Design rainbow_pwm, sky130hd; sources not shown.
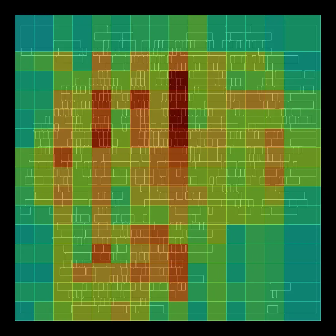
Run 1: routing congestion map
most congested layer reported by global routing: met2
met2 usage in global routing: 27.5%
average wire per standard cell: 12.7 µm
met1 Usage GRT: 24.0%
met3 track demand over resource in global routing: 5.51%

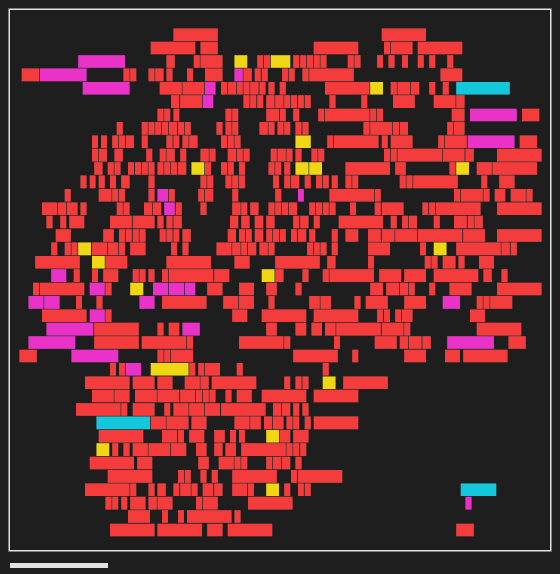
Run 1: drive-strength map
Bar = 20 µm.
drive 6 and up -> cyan  # cells 3, share 0.50%
drive 1 or less -> red  # cells 547, share 92%
drive 3 to 4 -> yellow  # cells 18, share 3.0%
drive 2 -> magenta  # cells 28, share 4.7%
Non-clk bufs: 14
layout overhead on the synthesized area: 8.21%
final instance area: 4930 µm²
Final WS setup: 0.223 ns

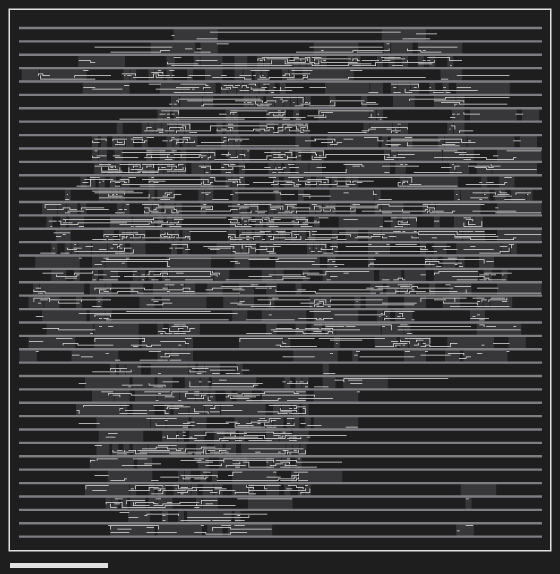
Run 1: signal wires on met1
Bar = 20 µm. Supply wires on this layer in grey.
main direction = horizontal
share of all routed wire = 49%
nets with wire on the layer = 581
routed wire length: 9.38 mm
overall via count from detail_route: 3,570

==> ds_physical_params.txt, run 1 <==
Implementation parameters

Parameter                              Value

Run
  Max cap viols .................. 0

Critical path
  Combined buffer and inverter count along the critical path .................. 1
  Endpoint type of the worst setup path .................. flop
  Instance count on the critical path .................. 7
  Data arrival time of the worst path .................. 2.47 ns
  Highest-delay cell along the critical path .................. sky130_fd_sc_hd__dfrtp_1
  CP peak stage delay .................. ~0.48 ns

Global route
  First-pass GRT wire length .................. 16.2 mm
  Maximum number of pins on one net before global-route repair .................. about 70

Final layout
  Portion of the layout cell area used by non-clock buffers .................. between 2 and 3%
  Nets@finish .................. approximately 630
  Fraction of final layout cells with drive strength greater than 1 .................. 8.22%
  Sequential portion of the cell area .................. a little over a third
  Count of flip-flops and latches .................. approximately 70
  Final core area utilization .................. about 45%
  Highest-count logic cell in the final layout .................. sky130_fd_sc_hd__nand2_1
  Fraction of area in clock buffers and inverters .................. around 3.2%

Power
  Reported sequential group power .................. 1.35 mW
  Worst vdd ir .................. around 0.38 mV
  Standby leakage power .................. between 2 and 2.5 nW

STA
  Top achievable clock speed .................. 470 MHz
  Final total negative setup slack .................. 0 ns

Synthesis
  Area fraction in xor and xnor cells .................. 8.46%
  Post-Syn Area per Cell .................. between 7 and 8 µm²
  Yosys warning total .................. 0
  Number of cell instances after yosys synthesis .................. approximately 590
  Gate count after technology mapping .................. just under 600
  Nets in the synthesized netlist .................. around 630
  Comb area leader .................. simple AND/OR/NAND/NOR gates
  Seq share, synth .................. 38.7%
  EDFF count, synth .................. 0
  Proportion of synthesized flip-flops having asynchronous set or reset .................. 100%

Detailed routing
  Antenna violation net count after detailed routing .................. 0
  Drt drc .................. 0

Clock network
  H-tree level count .................. 3
  Clock Sink Count .................. approximately 70

Outcome
  Outcome .................. complete, no violations

Floorplan
  Placeable core region .................. around 11,000 µm²

Place
  Area after DPL .................. about 4800 µm²
-- run 1: Yosys cell counts (all sizes together) (7+ instances only) --
cell type,count,area [µm²]
a21oi,11,55.1
xor2,23,201
dfstp,9,236
inv,83,312
dfrtp,61,1530
o21ai,18,124
nand3,43,225
nand2,169,642
xnor2,21,184
nor2,47,184
clkbuf,7,28.8
nand4,14,87.6
buf,12,68.8
ha,38,475
o22ai,7,43.8
-- run 1: through the flow --
step	power, mW	hold WS [ns]
floorplan	1.87	0.345
global placement	2.01	0.346
detailed placement	2.04	0.347
CTS	2.93	0.365
global route	3.07	0.362
finish	2.88	0.365
-- run 1: metal layers --
metal	vias to the layer above	global-route usage, %	part of all wire (%)
li1	1857	-	-
met1	1644	24.0	49
met2	59	27.5	45
met3	10	5.51	4.3
met4	0	6.03	1.6
met5	-	0	0
Run 1, zoomed window:
Bar = 10 µm. Window x 35 to 75, y 13 to 53 µm. Cells in grey, sequential cells in the stronger grey; small squares are vias.
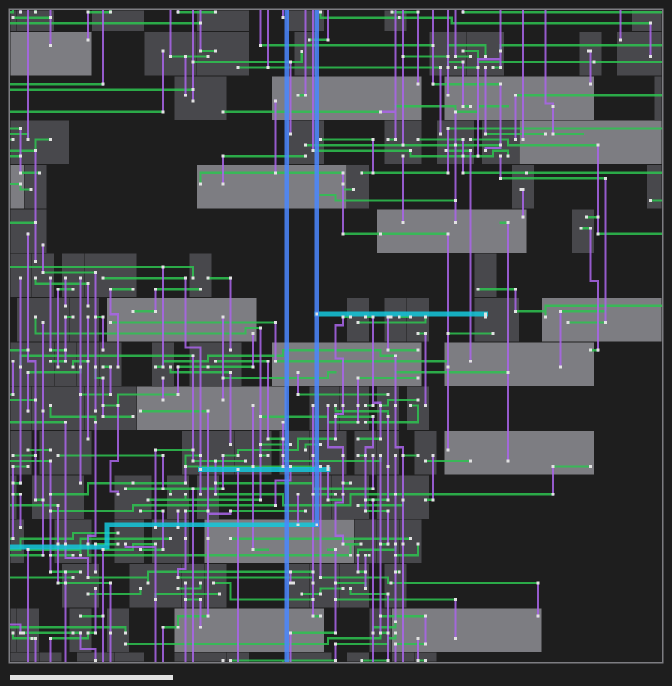

## Run 2: what changed since run 1
--- a/config.mk
+++ b/config.mk
@@ -12,7 +12,8 @@
 export CTS_BUF_LIST = sky130_fd_sc_hd__clkbuf_4
 export CTS_CLUSTER_SIZE = 30
 export DETAILED_ROUTE_END_ITERATION = 6
-export PLACE_DENSITY = 0.6
+export DONT_BUFFER_PORTS = 1
+export PLACE_DENSITY = 0.59
 export SYNTH_ARGS = -nofsm -noshare
 export SYNTH_HDL_FRONTEND = slang
 export SYNTH_SLANG_ARGS = --single-unit
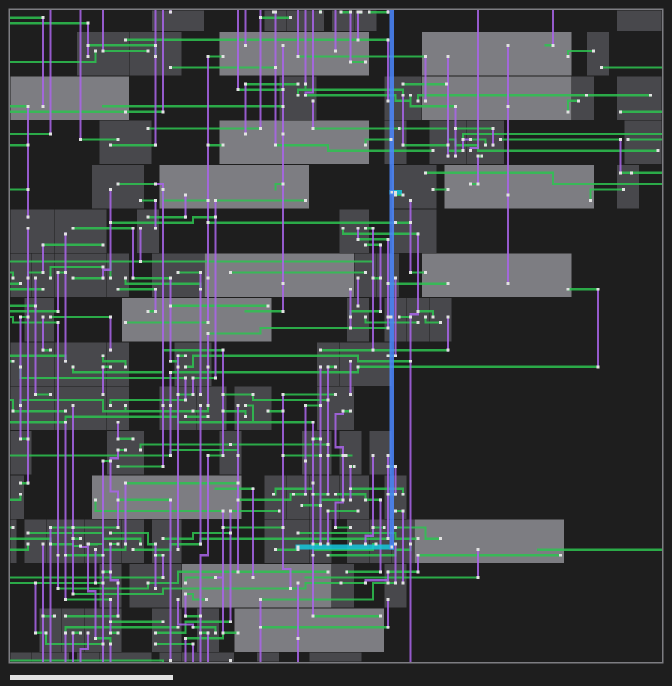
Run 2: zoomed window
Bar = 10 µm. Window x 35 to 75, y 13 to 53 µm. Cells in grey, sequential cells in the stronger grey; small squares are vias.
met3 -> cyan
met4 -> blue
met2 -> purple
met1 -> green
cells with their middle in the window = 88
most frequent = nor2_1 (14), dfrtp_1 (14)
sequential cells in the window = 14

==> ds_physical_params.txt, run 2 <==
Implementation parameters

Parameter                              Value

Outcome
  Outcome .................. complete, no violations (unchanged)

Final layout
  Non-clk bufs .................. 9 (was 14)
  Sequential portion of the cell area .................. 36.2% (was 35.8%)
  Nets@finish .................. 628 (was 633)

Detailed routing
  Routed met1 length .................. 4.94 mm (was 4.64 mm)
  Drt drc .................. 0 (unchanged)
  Antenna violation net count after detailed routing .................. 0 (unchanged)
  Highest Signal Layer .................. met4 (unchanged)

Global route
  Met2 usage in global routing .................. 27.7% (was 27.5%)
  First-pass GRT wire length .................. 16.3 mm (was 16.2 mm)
  Met3 track demand over resource in global routing .................. 4.27% (was 5.51%)

Clock network
  Clock Sink Count .................. 70 (unchanged)

Synthesis
  Top-area cell share .................. 33.5% (unchanged)
  Yosys top cell by area .................. sky130_fd_sc_hd__dfrtp_1 (unchanged)
  Nets in the synthesized netlist .................. 627 (unchanged)
  Post-Syn Area per Cell .................. 7.79 µm² (unchanged)

Power
  Worst vdd ir .................. 0.350 mV (was 0.379 mV)

Place
  Area after DPL .................. 4690 µm² (was 4770 µm²)

STA
  Final WS setup .................. 0.206 ns (was 0.223 ns)

Critical path
  Endpoint type of the worst setup path .................. flop (unchanged)

Run
  Max cap viols .................. 0 (unchanged)
run 2: netlist changes by cell type in the layout (fill, tap and decap cells not counted):
cell,previous run,this run
sky130_fd_sc_hd__diode_2,1,0
sky130_fd_sc_hd__inv_6,0,1
sky130_fd_sc_hd__dlygate4sd3_1,0,3
sky130_fd_sc_hd__clkinvlp_4,1,3
sky130_fd_sc_hd__clkdlybuf4s50_1,8,0
sky130_fd_sc_hd__bufinv_16,2,1
sky130_fd_sc_hd__clkinv_1,2,1
sky130_fd_sc_hd__clkinv_2,1,0
run 2: power groups by stage:
stage               sequential (mW)  clock [mW]  combinational (mW)
finish                         1.35       0.809               0.633
floorplan                      1.36           0               0.511
global placement               1.37           0               0.613
detailed placement             1.38           0               0.629
CTS                            1.35       0.838               0.636
global route                   1.36       0.894               0.714
No activity file was given, so power comes from the tool's default toggle rates.
